Register map, names as in the netlist:
Other sequential cells in the stronger gray, the rest of the logic in the fainter gray.
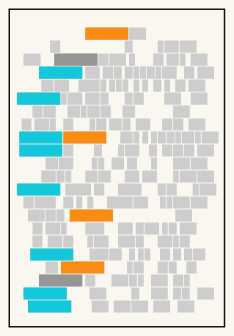
Routing congestion:
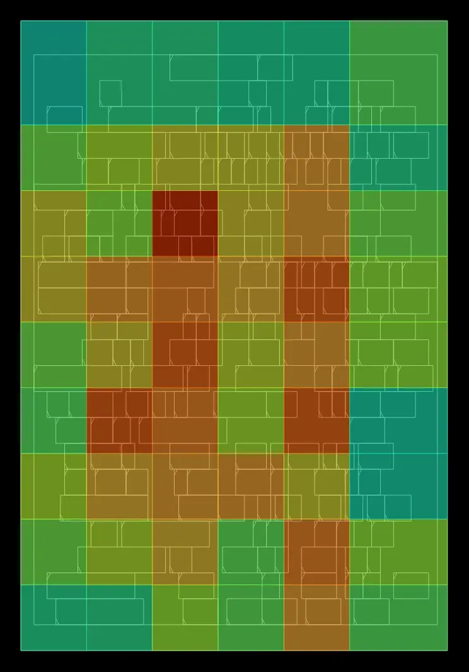
## src/rtl/riscv_ctrl_pkg.sv

```systemverilog
// Shared constants for the RV32I multi-cycle control path:
// opcodes, FSM state encoding and datapath select codes.
package riscv_ctrl_pkg;

  localparam logic [6:0] OP_LOAD  = 7'b0000011;
  localparam logic [6:0] OP_STORE = 7'b0100011;
  localparam logic [6:0] OP_R     = 7'b0110011;
  localparam logic [6:0] OP_I     = 7'b0010011;
  localparam logic [6:0] OP_BR    = 7'b1100011;
  localparam logic [6:0] OP_JAL   = 7'b1101111;
  localparam logic [6:0] OP_JALR  = 7'b1100111;

  typedef enum logic [3:0] {
    S_BOOT     = 4'd0,
    S_FETCH    = 4'd1,
    S_DECODE   = 4'd2,
    S_MEMADR   = 4'd3,
    S_MEMREAD  = 4'd4,
    S_MEMWB    = 4'd5,
    S_MEMWRITE = 4'd6,
    S_EXECR    = 4'd7,
    S_EXECI    = 4'd8,
    S_ALUWB    = 4'd9,
    S_BRANCH   = 4'd10,
    S_JAL      = 4'd11,
    S_JALR     = 4'd12,
    S_JALR_PC  = 4'd13,
    S_TRAP     = 4'd14
  } state_e;

  localparam logic [1:0] SA_PC    = 2'b00;
  localparam logic [1:0] SA_OLDPC = 2'b01;
  localparam logic [1:0] SA_RS1   = 2'b10;

  localparam logic [1:0] SB_RS2  = 2'b00;
  localparam logic [1:0] SB_IMM  = 2'b01;
  localparam logic [1:0] SB_FOUR = 2'b10;

  localparam logic [1:0] RS_ALUOUT = 2'b00;
  localparam logic [1:0] RS_MEM    = 2'b01;
  localparam logic [1:0] RS_ALU    = 2'b10;

  localparam logic [1:0] IMM_I = 2'b00;
  localparam logic [1:0] IMM_S = 2'b01;
  localparam logic [1:0] IMM_B = 2'b10;
  localparam logic [1:0] IMM_J = 2'b11;

  localparam logic [1:0] ALU_ADD = 2'b00;
  localparam logic [1:0] ALU_BR  = 2'b01;
  localparam logic [1:0] ALU_FN  = 2'b10;

endpackage

```

## src/rtl/ctrl_imm_decode.sv

```systemverilog
// Opcode to immediate-format mapping, shared by the
// single-cycle and multi-cycle decoders.
module ctrl_imm_decode
  import riscv_ctrl_pkg::*;
(
  input  logic [6:0] op,
  output logic [1:0] imm_src
);

  always_comb begin
    imm_src = IMM_I;
    unique case (1'b1)
      (op == OP_STORE): imm_src = IMM_S;
      (op == OP_BR):    imm_src = IMM_B;
      (op == OP_JAL):   imm_src = IMM_J;
      default:          imm_src = IMM_I;
    endcase
  end

endmodule

```

## src/rtl/multicycle_ctrl.sv

```systemverilog
// Multi-cycle RV32I control FSM: sequences the shared ALU and
// unified memory port, with a watchdog on stalled accesses.
module multicycle_ctrl
  import riscv_ctrl_pkg::*;
#(
  parameter int WAIT_LIMIT = 16,
  parameter int CNT_W      = 8
) (
  input  logic       clk,
  input  logic       rst,
  input  logic [6:0] op,
  input  logic       branch_taken,
  input  logic       mem_ready,
  output logic       mem_req,
  output logic       mem_we,
  output logic       adr_src,
  output logic       ir_write,
  output logic       pc_write,
  output logic       reg_write,
  output logic [1:0] imm_src,
  output logic [1:0] alu_src_a,
  output logic [1:0] alu_src_b,
  output logic [1:0] alu_op,
  output logic [1:0] result_src,
  output logic       instr_retired,
  output logic       illegal_op,
  output logic       bus_err,
  output logic [3:0] state_dbg
);

  localparam logic [CNT_W-1:0] LIMIT_M1 =
    CNT_W'(WAIT_LIMIT - 1);

  state_e           state;
  state_e           state_n;
  logic [CNT_W-1:0] cnt;
  logic             waiting;
  logic             wd_hit;
  logic             dec_bad;

  ctrl_imm_decode u_imm (
    .op      (op),
    .imm_src (imm_src)
  );

  assign waiting = (state == S_FETCH ||
                    state == S_MEMREAD ||
                    state == S_MEMWRITE) && !mem_ready;
  assign wd_hit  = waiting && (cnt == LIMIT_M1);
  assign state_dbg = state;

  always_ff @(posedge clk or negedge rst) begin
    if (!rst) begin
      state      <= S_BOOT;
      cnt        <= '0;
      illegal_op <= 1'b0;
      bus_err    <= 1'b0;
    end else begin
      state <= state_n;
      if (state_n != state)
        cnt <= '0;
      else if (waiting)
        cnt <= cnt + CNT_W'(1);
      if (dec_bad)
        illegal_op <= 1'b1;
      if (wd_hit)
        bus_err <= 1'b1;
    end
  end

  always_comb begin
    state_n       = state;
    dec_bad       = 1'b0;
    mem_req       = 1'b0;
    mem_we        = 1'b0;
    adr_src       = 1'b0;
    ir_write      = 1'b0;
    pc_write      = 1'b0;
    reg_write     = 1'b0;
    instr_retired = 1'b0;
    alu_src_a     = SA_PC;
    alu_src_b     = SB_RS2;
    alu_op        = ALU_ADD;
    result_src    = RS_ALUOUT;
    unique case (state)
      S_BOOT: state_n = S_FETCH;
      S_FETCH: begin
        mem_req    = 1'b1;
        alu_src_b  = SB_FOUR;
        result_src = RS_ALU;
        if (mem_ready) begin
          ir_write = 1'b1;
          pc_write = 1'b1;
          state_n  = S_DECODE;
        end
      end
      S_DECODE: begin
        alu_src_a = SA_OLDPC;
        alu_src_b = SB_IMM;
        unique case (1'b1)
          (op == OP_LOAD),
          (op == OP_STORE): state_n = S_MEMADR;
          (op == OP_R):     state_n = S_EXECR;
          (op == OP_I):     state_n = S_EXECI;
          (op == OP_BR):    state_n = S_BRANCH;
          (op == OP_JAL):   state_n = S_JAL;
          (op == OP_JALR):  state_n = S_JALR;
          default: begin
            state_n = S_TRAP;
            dec_bad = 1'b1;
          end
        endcase
      end
      S_MEMADR: begin
        alu_src_a = SA_RS1;
        alu_src_b = SB_IMM;
        state_n = (op == OP_LOAD) ? S_MEMREAD
                                  : S_MEMWRITE;
      end
      S_MEMREAD: begin
        mem_req = 1'b1;
        adr_src = 1'b1;
        if (mem_ready) state_n = S_MEMWB;
      end
      S_MEMWB: begin
        result_src    = RS_MEM;
        reg_write     = 1'b1;
        instr_retired = 1'b1;
        state_n       = S_FETCH;
      end
      S_MEMWRITE: begin
        mem_req = 1'b1;
        mem_we  = 1'b1;
        adr_src = 1'b1;
        if (mem_ready) begin
          instr_retired = 1'b1;
          state_n       = S_FETCH;
        end
      end
      S_EXECR: begin
        alu_src_a = SA_RS1;
        alu_op    = ALU_FN;
        state_n   = S_ALUWB;
      end
      S_EXECI: begin
        alu_src_a = SA_RS1;
        alu_src_b = SB_IMM;
        alu_op    = ALU_FN;
        state_n   = S_ALUWB;
      end
      S_ALUWB: begin
        reg_write     = 1'b1;
        instr_retired = 1'b1;
        state_n       = S_FETCH;
      end
      S_BRANCH: begin
        alu_src_a     = SA_RS1;
        alu_op        = ALU_BR;
        pc_write      = branch_taken;
        instr_retired = 1'b1;
        state_n       = S_FETCH;
      end
      S_JAL: begin
        alu_src_a = SA_OLDPC;
        alu_src_b = SB_FOUR;
        pc_write  = 1'b1;
        state_n   = S_ALUWB;
      end
      S_JALR: begin
        alu_src_a = SA_RS1;
        alu_src_b = SB_IMM;
        state_n   = S_JALR_PC;
      end
      S_JALR_PC: begin
        alu_src_a = SA_OLDPC;
        alu_src_b = SB_FOUR;
        pc_write  = 1'b1;
        state_n   = S_ALUWB;
      end
      S_TRAP: state_n = S_TRAP;
      default: state_n = S_TRAP;
    endcase
    // completion wins because wd_hit requires !mem_ready
    if (wd_hit) state_n = S_TRAP;
  end

endmodule
```

## config.mk

```make
export PLATFORM = sky130hd
export DESIGN_NAME = multicycle_ctrl
export DESIGN_NICKNAME = d
export VERILOG_FILES = /design/src/rtl/riscv_ctrl_pkg.sv /design/src/rtl/ctrl_imm_decode.sv /design/src/rtl/multicycle_ctrl.sv
export SDC_FILE = /design/constraint.sdc
export NUM_CORES = 1
export LEC_CHECK = 0
export CAP_MARGIN = 5
export CORE_ASPECT_RATIO = 1.5
export CORE_UTILIZATION = 45
export DETAILED_ROUTE_END_ITERATION = 10
export GPL_TIMING_DRIVEN = 0
export PLACE_DENSITY = 0.72
export SETUP_SLACK_MARGIN = 0.4
export SYNTH_ARGS = -nofsm -noshare
export SYNTH_HDL_FRONTEND = slang
export SYNTH_SLANG_ARGS = --single-unit
```

## constraint.sdc

```tcl
create_clock -name clk -period 3.5 [get_ports clk]
set_input_delay 0.525 -clock clk [delete_from_list [all_inputs] [get_ports clk]]
set_output_delay 0.525 -clock clk [all_outputs]
set_load 0.005 [all_outputs]
```

==> results.sh <==
# yosys + openroad results
export IMPL_rrSetupSlack_ns=1.14
export IMPL_largest_class="combinational gates"
export IMPL_ys_sh_xor=0.0639
export IMPL_worst_pin_slew_ns=0.621
export IMPL_post_cts_resized=0
export IMPL_slew_violations=0
export IMPL_crit_buf_inv=4
export IMPL_tritoncts="yes"
export IMPL_cpMaxStageDelayCell="clkdlybuf4s50_1"
export IMPL_power_density_mw_per_mm2=174
export IMPL_logic_family="simple AND/OR/NAND/NOR gates"
export IMPL_fa_ha_area_frac=0.0101
export IMPL_r2r_start="state_dbg[2]"
export IMPL_ys_sh_simple=0.381
export IMPL_startpoint="state_dbg[3]"
export IMPL_remaining_drc_errors=0
export IMPL_dr_pass1_iters=4
export IMPL_clock_latency_late_pin_ns=0.28
export IMPL_grt_busiest_layer="met2"
export IMPL_vdd_drop_max_mv=0.226
export IMPL_start_kind="register"
export IMPL_flops=14
export IMPL_p_clk_mw=0.0873
export IMPL_die_y_um=66.1
export IMPL_critPathArrivalTime_ns=2.33
export IMPL_routedWlPerCell_um=13.8
export IMPL_grt_first_pass_wirelength_mm=5.28
export IMPL_fp_util=0.487
export IMPL_largest_register_ffs=8
export IMPL_async_reset_ff_frac=1.00
export IMPL_status="finished, final reports clean"
export IMPL_synthCells=158
export IMPL_p_switching_mw=0.0645
export IMPL_ys_seq_elements=14
export IMPL_clkSinkCount=14
export IMPL_totalWireLength_mm=3.17
export IMPL_worst_slack_ns=0.643
export IMPL_portBuffers=32
export IMPL_chipWidth_um=44.8
export IMPL_num_fill_cells=258
export IMPL_ys_cells=158
export IMPL_period_minus_slack_ns=2.86
## Picture notes: 'register map, names as in the netlist'
legend:
  cnt:
    color: cyan
    sequential_cells: 8
  state_dbg:
    color: orange
    sequential_cells: 4
not colored: 2
Post-Route Utilization: 0.640
sequential power: 0.162 mW
fraction of area in registers: 0.216
Sequential cell area: 350 µm²

## Picture notes: 'routing congestion'
global routing usage on met2: 0.454
overall routing resource usage: 0.240

No activity file was given, so power comes from the tool's default toggle rates.
